Design pipe_barrel_shifter_flat, sky130hd; sources not shown.
==> images/route_heat.png <==
The die is cut into 30 by 30 equal tiles; dark purple is low, yellow is high, scaled to the fullest tile. Values are wire area over tile area, all layers added.
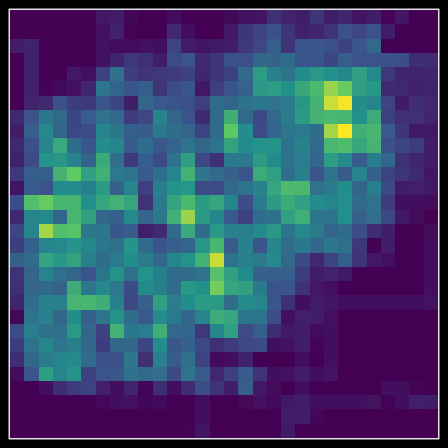
tiles over half the peak	13%
mean over tiles	0.16
fullest tile	0.64
Post-Route WL: 22530 um
Vias: 7632
WL/cell: 16.37 um

==> images/util_map.png <==
Bar = 50 um. The die is cut into 15 by 15 equal tiles; dark purple is low, yellow is high, 0 to 100% covered.
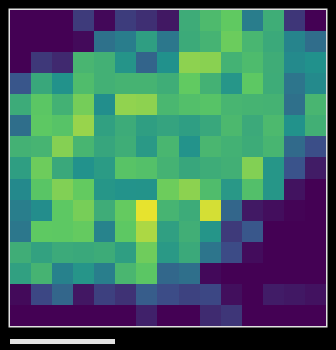
nearly empty tiles	16%
emptiest ninth of the die	lower right
tiles over 75% full	10%
fullest tile	97%
Core Region: 21760 sq um
FP Util: 0.4063
Core Util, Final: 0.4745

==> images/ff_map.png <==
Bar = 50 um.
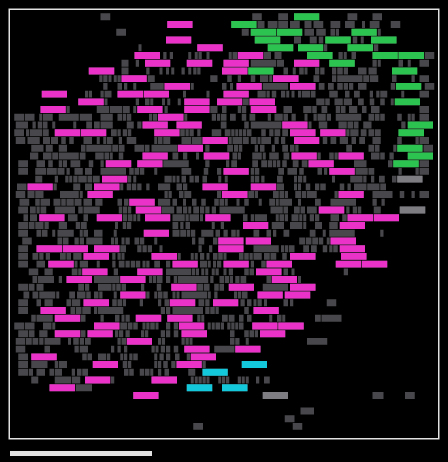
color	signal	flops
magenta	u_core.g_lvl.g_reg.r_bundle	126
cyan	u_core.g_lvl.g_reg.r_valid	4
green	u_core.bus.out_data	24
not colored	3
Seq/total area: 0.3806
FF+latch area: 3929 sq um
sequential power: 4.99 mW

==> images/clock_nets.png <==
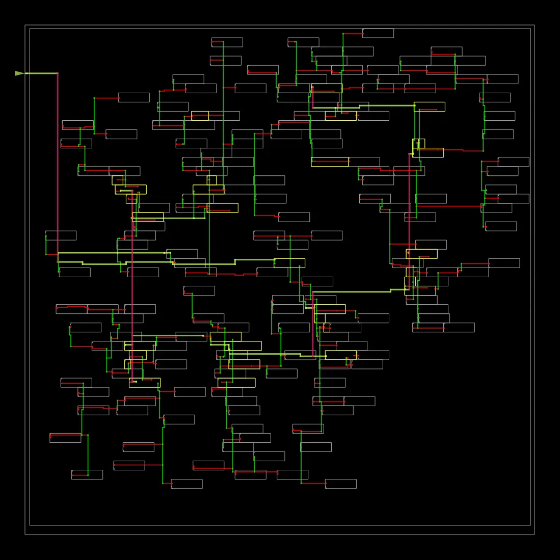
CTS Buf Count: 17
# clk buffers: 19

==> images/layers.png <==
Only two layers are drawn.
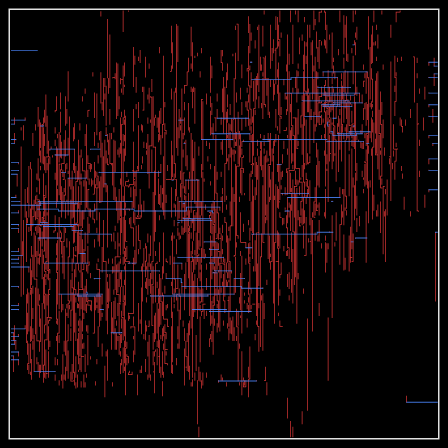
color	layer	wire length
red	M2	10900 um
blue	M3	952 um
GRT Util Overall: 0.2081

==> reports/results.txt <==
Post-route setup slack = 244.1 ps
Slew headroom = 0.6031
Yosys Instances = 1057
Synth Seq Share = 0.4445
Cell Area, Synth = 8838 sq um
Flops out of synthesis = 157
Seq pwr share = 0.382
CTS tree = built
Vias in the first global route = 7088
Syn Area/Cell = 8.362 sq um
Cell area leaders = dfrtp_1 44%, nand2_1 10%, o21ai_0 7.2%
Wire length of the first global-routing pass = 37050 um
GPL Wtd Cong = 0.8751
Number of H-tree levels = 4
Largest net degree at the start of global routing = 150
Period utilisation layout = 0.9024
Most frequent logic cell in the layout = nand2_1
Total grt overflow = 0
Critical Path Fanout Max = 2
Cell area after layout = 10320 sq um
Remaining antenna violation count = 0
Critical Path Start Type = primary input
DRC violations left = 0
Setup tns final = 0 ps
Row Count = 54
Vias per inst = 5.547
DIE WIDTH = 150.6 um
Die area = 22690 sq um
Post-CTS Setup Inserts = 0
RSZ-0062 raised after global routing = no
Diode count = 0
Clock transition at the registers of the reported paths = 60 ps
Sink Count = 157
P_leak = 4.281 nW
Latest clock arrival within the worst-skew pair = 430 ps
Switching Share = 0.4237
Initial antenna violation count = 0
Share of layout cells above drive strength 1 = 0.08485
Area figure in the yosys stat output = 8838 sq um
Setup WS pre-CTS = 41.86 ps
CP peak stage delay = 630 ps
Unique cell types = 53
Tool warnings = 47
Root Buffer = clkbuf_16
Total power = 13.09 mW
Most numerous logic cells after layout = 244 x nand2_1, 157 x dfrtp_1, 126 x o21ai_0, 124 x a21oi_1, 61 x clkdlybuf4s50_1
Synth async-reset ratio = 1.000
Final net count = 1142
Synth area leader = dfrtp_1
Tmin final = 2256 ps
Area post-placement = 9691 sq um
Status = completed
Hold Crit Class = flip-flop to flip-flop
Area Overhead vs Synth = 16.79%
Number of enable flip-flop cells = 0
Cells after Synth = 1057
PwrDens = 1268 nW/um^2
Max-slew violations = 0
Layout Skew = 15.23 ps
Final setup violation count = 0
Post-DP HPWL = 15480 um
CP most frequent cell = clkdlybuf4s50_1
Comb pwr share = 0.411
Crit-path cells = clkdlybuf4s50_1, nor2b_4, inv_4, clkdlybuf4s50_1
Worst-margin pin slew = 595.4 ps
Hold Crit Depth = 1
Clk buf depth = 2
CTS resizes = 0
Worst Path Required = 2000 ps
WP data arrival = 1760 ps
Design internal power = 7.541 mW
# IOs = 63
Chip Height = 150.6 um
Top FF cell, synth = dfrtp_1
NetSw = 5.545 mW
Fmax = 0.4433 GHz
Reg2Reg Depth = 6
DRT Pass-1 Iters = 5
Power share of the clock group = 0.207
Crit-path slowest cell = clkdlybuf4s50_1
Final hold violations = 0
IO buf count = 62
CP endpoint kind = output port
Reg2Reg Setup Slack = 570 ps
Yosys warning total = 0
Synth Net Count = 1116
Iteration-0 DRC count of the detailed router = 574
Max FFs per register = 126
Worst VDD drop = 457.0 uV
Dominant cell area share = 0.4445
Crit path kind = primary input to output port
Max cap viols = 0
-- layout make-up --
class | count | area [sq um]
fillers | 2125 | 11430
clock inverters | 13 | 161.4
repair buffers | 90 | 909.6
multi-input cells | 797 | 4442
flip-flops and latches | 157 | 3929
clock buffers | 19 | 452.9
inverters | 20 | 77.57
well taps | 280 | 350.3
-- synthesized netlist by cell type (13+ instances only) --
cell type  number
nand2_1       244
clkbuf_1       35
ha_1           24
nor2_1         42
inv_1          18
nor4_1         15
a31oi_1        22
nor3_1         13
a21oi_1       124
mux2i_1        15
nor2b_1        53
buf_2          40
o21ai_0       127
dfrtp_1       157
-- cells by family after synthesis --
group	share of synthesized area
AND/OR/NAND/NOR	0.2006
AND-OR/OR-AND	0.2489
flip-flops	0.4445
buffers and inverters	0.05379
adder cells (fa/ha/maj)	0.03398
multiplexers	0.01826
-- repair_timing --
| action | CTS | global route |
|---|---|---|
| hold buffers | 1 | 0 |
| endpoints found under the setup margin | 0 | 0 |
| hold endpoints to repair | 24 | 0 |
-- power by group through the flow --
stage	clock network, mW	logic [mW]	registers, mW
4_1_cts	2.76	5.38	4.97
6_report	2.71	5.38	4.99
2_1_floorplan	0	3.75	4.72
3_5_place_dp	0	5.34	5.01
5_1_grt	2.85	6.10	5.14
3_3_place_gp	0	5.26	4.97
-- worst max-delay path, delay by kind of cell --
family                 cells  cell delay (ps)
buffers and inverters      3             1190
AND/OR/NAND/NOR            1               70
-- through the flow --
stage / hold slack (ps) / instances / util
finish: 462.8 / 1376 / 0.4745
global route: 480.2 / 1376 / 0.4745
CTS: 465.4 / 1375 / 0.4741
detailed placement: 397.1 / 1342 / 0.4454
global placement: 401.1 / 1342 / 0.4454
floorplan: 204.4 / 1057 / -
-- layer usage --
metal,track usage,routed length [um]
met2,0.3461,10900
met1,0.2779,10280
met3,0.03030,951
met4,0.06700,402
met5,0,0
No activity file was given, so power comes from the tool's default toggle rates.
